--- src/rtl/pic_prog_pkg.sv ---
// Shared definitions for the PIC programmer datapaths: FSM encodings and the
// UART byte handshake used by both the RX-to-RAM writer and the RAM dumper.
package pic_prog_pkg;

  localparam int unsigned BYTE_W = 8;

  typedef enum logic [2:0] {
    D_IDLE,
    D_RD,
    D_RD_WAIT,
    D_HI,
    D_LO,
    D_CK
  } dump_state_e;

  typedef enum logic [1:0] {
    HS_IDLE,
    HS_SEND,
    HS_ACK,
    HS_WAIT
  } hs_state_e;

  // Byte that brings the running byte sum to zero mod 256.
  function automatic logic [BYTE_W-1:0] ck_byte(input logic [BYTE_W-1:0] sum);
    return ~sum + BYTE_W'(1);
  endfunction

endpackage

--- src/rtl/uart_tx_handshake.sv ---
// Pushes one byte through the UART TX strobe/busy handshake:
// wait idle, strobe, wait busy rise, wait busy fall, then pulse byte_done.
module uart_tx_handshake
  import pic_prog_pkg::*;
(
  input  logic              clk,
  input  logic              rst_n,
  input  logic              abort,
  input  logic              send_req,
  input  logic [BYTE_W-1:0] tx_byte,
  input  logic              busy_tx,
  output logic [BYTE_W-1:0] serial_write,
  output logic              start_tx,
  output logic              byte_done
);

  hs_state_e         state, state_d;
  logic [BYTE_W-1:0] byte_hold, byte_hold_d;
  logic [BYTE_W-1:0] serial_write_d;
  logic              start_tx_d;
  logic              byte_done_d;

  always_ff @(posedge clk or negedge rst_n) begin
    if (!rst_n) begin
      state        <= HS_IDLE;
      byte_hold    <= '0;
      serial_write <= '0;
      start_tx     <= 1'b0;
      byte_done    <= 1'b0;
    end else begin
      state        <= state_d;
      byte_hold    <= byte_hold_d;
      serial_write <= serial_write_d;
      start_tx     <= start_tx_d;
      byte_done    <= byte_done_d;
    end
  end

  always_comb begin
    state_d        = state;
    byte_hold_d    = byte_hold;
    serial_write_d = serial_write;
    start_tx_d     = 1'b0;
    byte_done_d    = 1'b0;
    case (state)
      HS_IDLE: begin
        if (send_req) begin
          byte_hold_d = tx_byte;
          state_d     = HS_SEND;
        end
      end
      HS_SEND: begin
        if (!busy_tx) begin
          start_tx_d     = 1'b1;
          serial_write_d = byte_hold;
          state_d        = HS_ACK;
        end
      end
      HS_ACK: begin
        if (busy_tx) state_d = HS_WAIT;
      end
      HS_WAIT: begin
        if (!busy_tx) begin
          byte_done_d = 1'b1;
          state_d     = HS_IDLE;
        end
      end
      default: state_d = HS_IDLE;
    endcase
    // A byte already strobed finishes in the UART; only our sequencing stops.
    if (abort) begin
      state_d     = HS_IDLE;
      start_tx_d  = 1'b0;
      byte_done_d = 1'b0;
    end
  end

endmodule

--- src/rtl/mem_uart_dumper.sv ---
// Walks a range of program-word RAM and streams each word to the UART TX as
// high byte then low byte, followed by a checksum byte zeroing the byte sum.
module mem_uart_dumper
  import pic_prog_pkg::*;
#(
  parameter int unsigned ADDR_W = 8,
  parameter int unsigned DATA_W = 14
) (
  input  logic              CLK_UART_i,
  input  logic              rst_n_i,
  input  logic              start_i,
  input  logic [ADDR_W-1:0] base_addr_i,
  input  logic [ADDR_W:0]   count_i,
  input  logic              abort_i,
  output logic [ADDR_W-1:0] addr_o,
  output logic              mem_re_o,
  input  logic [DATA_W-1:0] mem_data_i,
  output logic [7:0]        serial_write_o,
  output logic              start_tx_o,
  input  logic              busy_tx_i,
  output logic              busy_o,
  output logic              done_o
);

  localparam int unsigned CNT_W = ADDR_W + 1;

  dump_state_e       state, state_d;
  logic [ADDR_W-1:0] ptr, ptr_d;
  logic [CNT_W-1:0]  remaining, remaining_d;
  logic [BYTE_W-1:0] csum, csum_d;
  logic [BYTE_W-1:0] word_lo, word_lo_d;
  logic              mem_re_d;
  logic              busy_d;
  logic              done_d;

  logic              send_req_c;
  logic [BYTE_W-1:0] tx_byte_c;
  logic              byte_done;

  assign addr_o = ptr;

  uart_tx_handshake u_hs (
    .clk          (CLK_UART_i),
    .rst_n        (rst_n_i),
    .abort        (abort_i),
    .send_req     (send_req_c),
    .tx_byte      (tx_byte_c),
    .busy_tx      (busy_tx_i),
    .serial_write (serial_write_o),
    .start_tx     (start_tx_o),
    .byte_done    (byte_done)
  );

  always_ff @(posedge CLK_UART_i or negedge rst_n_i) begin
    if (!rst_n_i) begin
      state     <= D_IDLE;
      ptr       <= '0;
      remaining <= '0;
      csum      <= '0;
      word_lo   <= '0;
      mem_re_o  <= 1'b0;
      busy_o    <= 1'b0;
      done_o    <= 1'b0;
    end else begin
      state     <= state_d;
      ptr       <= ptr_d;
      remaining <= remaining_d;
      csum      <= csum_d;
      word_lo   <= word_lo_d;
      mem_re_o  <= mem_re_d;
      busy_o    <= busy_d;
      done_o    <= done_d;
    end
  end

  // The high byte is handed off straight from the RAM data so only the low byte is kept.
  always_comb begin
    state_d     = state;
    ptr_d       = ptr;
    remaining_d = remaining;
    csum_d      = csum;
    word_lo_d   = word_lo;
    done_d      = 1'b0;
    send_req_c  = 1'b0;
    tx_byte_c   = '0;
    case (state)
      D_IDLE: begin
        if (start_i) begin
          ptr_d       = base_addr_i;
          remaining_d = count_i;
          csum_d      = '0;
          if (count_i == '0) begin
            send_req_c = 1'b1;
            tx_byte_c  = ck_byte('0);
            state_d    = D_CK;
          end else begin
            state_d = D_RD;
          end
        end
      end
      D_RD: state_d = D_RD_WAIT;
      D_RD_WAIT: begin
        word_lo_d  = mem_data_i[7:0];
        send_req_c = 1'b1;
        tx_byte_c  = BYTE_W'(mem_data_i[DATA_W-1:8]);
        csum_d     = csum + tx_byte_c;
        state_d    = D_HI;
      end
      D_HI: begin
        if (byte_done) begin
          send_req_c = 1'b1;
          tx_byte_c  = word_lo;
          csum_d     = csum + tx_byte_c;
          state_d    = D_LO;
        end
      end
      D_LO: begin
        if (byte_done) begin
          ptr_d       = ptr + ADDR_W'(1);
          remaining_d = remaining - CNT_W'(1);
          if (remaining == CNT_W'(1)) begin
            send_req_c = 1'b1;
            tx_byte_c  = ck_byte(csum);
            state_d    = D_CK;
          end else begin
            state_d = D_RD;
          end
        end
      end
      D_CK: begin
        if (byte_done) begin
          done_d  = 1'b1;
          state_d = D_IDLE;
        end
      end
      default: state_d = D_IDLE;
    endcase
    // Abort beats everything, including a start arriving in the same cycle.
    if (abort_i) begin
      state_d     = D_IDLE;
      ptr_d       = ptr;
      remaining_d = remaining;
      csum_d      = csum;
      send_req_c  = 1'b0;
      done_d      = 1'b0;
    end
    mem_re_d = (state_d == D_RD);
    busy_d   = (state_d != D_IDLE);
  end

endmodule

--- config.mk ---
export PLATFORM = sky130hd
export DESIGN_NAME = mem_uart_dumper
export DESIGN_NICKNAME = d
export VERILOG_FILES = /design/src/rtl/pic_prog_pkg.sv /design/src/rtl/uart_tx_handshake.sv /design/src/rtl/mem_uart_dumper.sv
export SDC_FILE = /design/constraint.sdc
export NUM_CORES = 1
export LEC_CHECK = 0
export CORE_MARGIN = 2
export CORE_UTILIZATION = 35
export DETAILED_ROUTE_END_ITERATION = 16
export RECOVER_POWER = 50
export SYNTH_ARGS = -nofsm -noshare
export SYNTH_HDL_FRONTEND = slang
export SYNTH_HIERARCHICAL = 1
export SYNTH_SLANG_ARGS = --single-unit
--- constraint.sdc ---
create_clock -name CLK_UART_i -period 5.3 [get_ports CLK_UART_i]
set_input_delay 0.795 -clock CLK_UART_i [delete_from_list [all_inputs] [get_ports CLK_UART_i]]
set_output_delay 0.795 -clock CLK_UART_i [all_outputs]
set_load 0.01 [all_outputs]
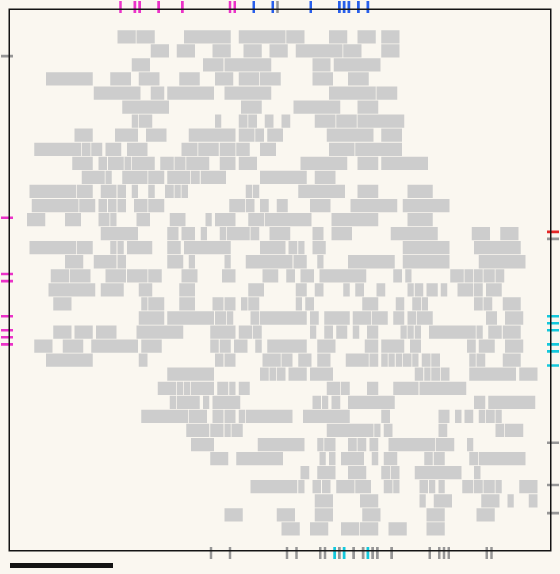
*Pin map*
Bar = 20 um. Pins as bars across the die edge, other pins in gray.
- mem_data_i: magenta (pins 14; direction input; edge 7 left, 7 top)
- serial_write_o: blue (pins 8; direction output; edge top)
- count_i: cyan (pins 9; direction input; edge 6 right, 3 bottom)
- mem_re_o: red (pins 1; direction output; edge right)

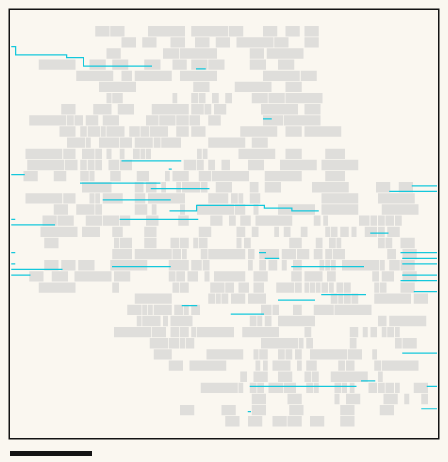
*Met3 routing*
Bar = 20 um. Cells faint in the background.
- wire length on this layer: 375 um
- longest straight run: 25.8 um

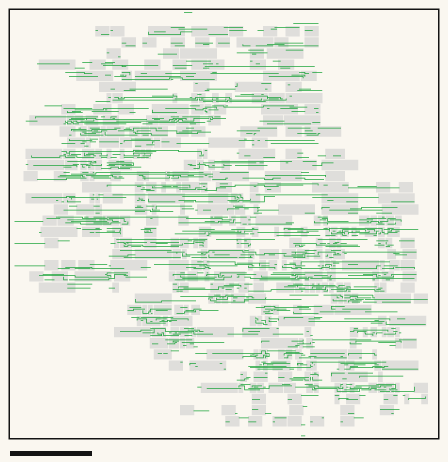
*M1 wires*
Bar = 20 um. Cells faint in the background.
- main direction: horizontal
- wire length on this layer: 3,880 um
- nets with wire on the layer: 414

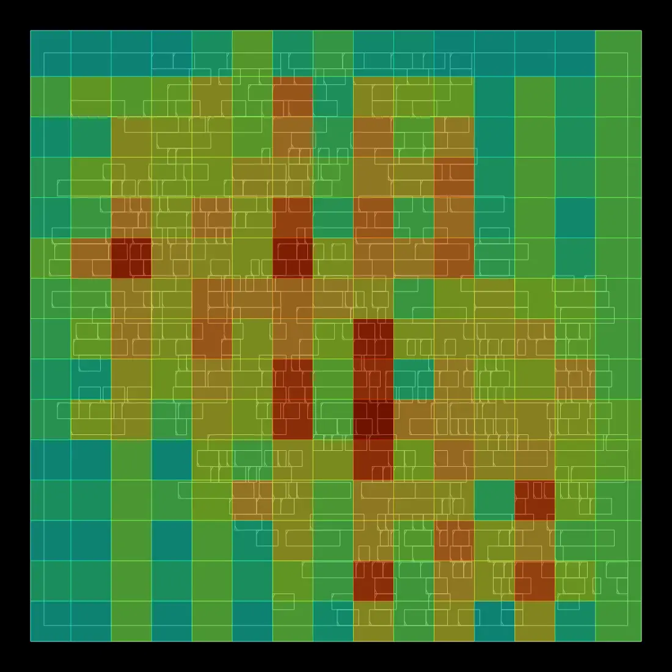
*Routing congestion map*
gr usage total: 0.161
GR Layer Usage met1: 0.214
post-layout util: 0.442

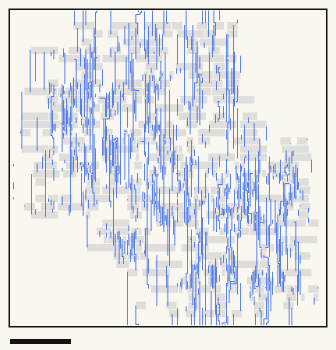
*Metal 2*
Bar = 20 um. Cells faint in the background.
- longest straight run: 46.6 um
- share of all routed wire: 47%
- main direction: vertical
- nets with wire on the layer: 384
DR vias: 2,861
GR Util met2: 0.250
drt total wl: 8350 um

state kept, by name, summed over array words and instances (netlist names), 2 cells and up:
register           cells
u_hs/state             2
word_lo                8
u_hs/serial_write      8
addr_o                 8
remaining              9
u_hs/byte_hold         8
csum                   8
state                  3
stage by stage:
step	power, W	util
final	0.00151	0.442
after global routing	0.00161	0.442
after CTS	0.00153	0.442
after detailed placement	0.00116	0.425
after global placement	0.00115	0.425
after floorplan	0.000967	-
worst paths after layout:
kind | start | to | slack, ns | cells past startpoint
min in group asynchronous | rst_n_i | addr_o[5] | 1.60 | 2
max in group CLK_UART_i | state[0] | csum[6] | 2.13 | 11
max reg2reg | state[0] | csum[6] | 2.13 | 11
min reg2reg | u_hs/byte_hold[7] | u_hs/byte_hold[7] | 0.50 | 1
min | u_hs/byte_hold[7] | u_hs/byte_hold[7] | 0.50 | 1
max | rst_n_i | u_hs/byte_hold[4] | 1.91 | 2
power groups by stage:
| stage | sequential [W] | clock [W] | combinational, W |
|---|---|---|---|
| 2_1_floorplan | 0.000652 | 0 | 0.000315 |
| 3_3_place_gp | 0.000663 | 0 | 0.000489 |
| 3_5_place_dp | 0.000667 | 0 | 0.000496 |
| 4_1_cts | 0.000659 | 0.000374 | 0.000498 |
| 5_1_grt | 0.000675 | 0.000391 | 0.000546 |
| 6_report | 0.000658 | 0.000356 | 0.000491 |
kinds of logic after synthesis:
group / after synthesis / synth area share
buf+inv: 37 / 0.0485
flops: 59 / 0.418
fa+ha+maj: 16 / 0.0588
compound gates: 95 / 0.175
mux: 32 / 0.101
simple gates: 113 / 0.174
xor+xnor: 10 / 0.0248
metal layers:
metal,GRT usage,part of all wire
met4,0.0598,0.016
met1,0.214,0.46
met3,0.0414,0.045
met5,0,0
met2,0.250,0.47
==> results_dict.tcl <==
# yosys + openroad results
set metrics [dict create \
    clockBufferDepth 2 \
    register_area_um2 1480 \
    syn_avg_cell_area_um2 9.76 \
    drv_slew 60 \
    ys_seq_share 0.418 \
    yosys_warnings 6 \
    routedWlPerCell_um 15.3 \
    crit_path_end_kind "asynchronous set/reset pin" \
    fp_nets 414 \
    fp_util 0.361 \
    syn-cell-area_um2 3530 \
    combinationalPowerShare 0.326 \
    top_area_cell "dfrtp_1" \
    viasPerCell 5.23 \
    irDropWorstVdd_mv 0.176 \
    htreeDepth 3 \
    dominant_cells "multi-input combinational cells" \
    syn2layout_area_growth_pct 22.2 \
    holdCritPathClass "reg2reg" \
    criticalPathCategory "in2async" \
    grt_max_degree 60 \
    nMultiInputCombCells 266 \
    whs_ns 0.503 \
    fp.dieW_um 104 \
    layoutNonFillerInstCount 547 \
    edf_count 0 \
    clock_area_frac 0.0385 \
    max_stage_delay_ns 2.22 \
    die_area_um2 10900 \
    place_ws_ns 2.16 \
    status "complete, but fails checks" \
    io_pins 56 \
    mostFrequentLayoutCell "dfrtp_1" \
    cap_violations 1 \
    ant_nets 0 \
    yosysCellCount 362 \
    violations "capacitance limit, slew limit" \
    hold_viol_final 0 \
    die_h_um 104 \
]
Power is estimated from default activity; no workload was simulated.
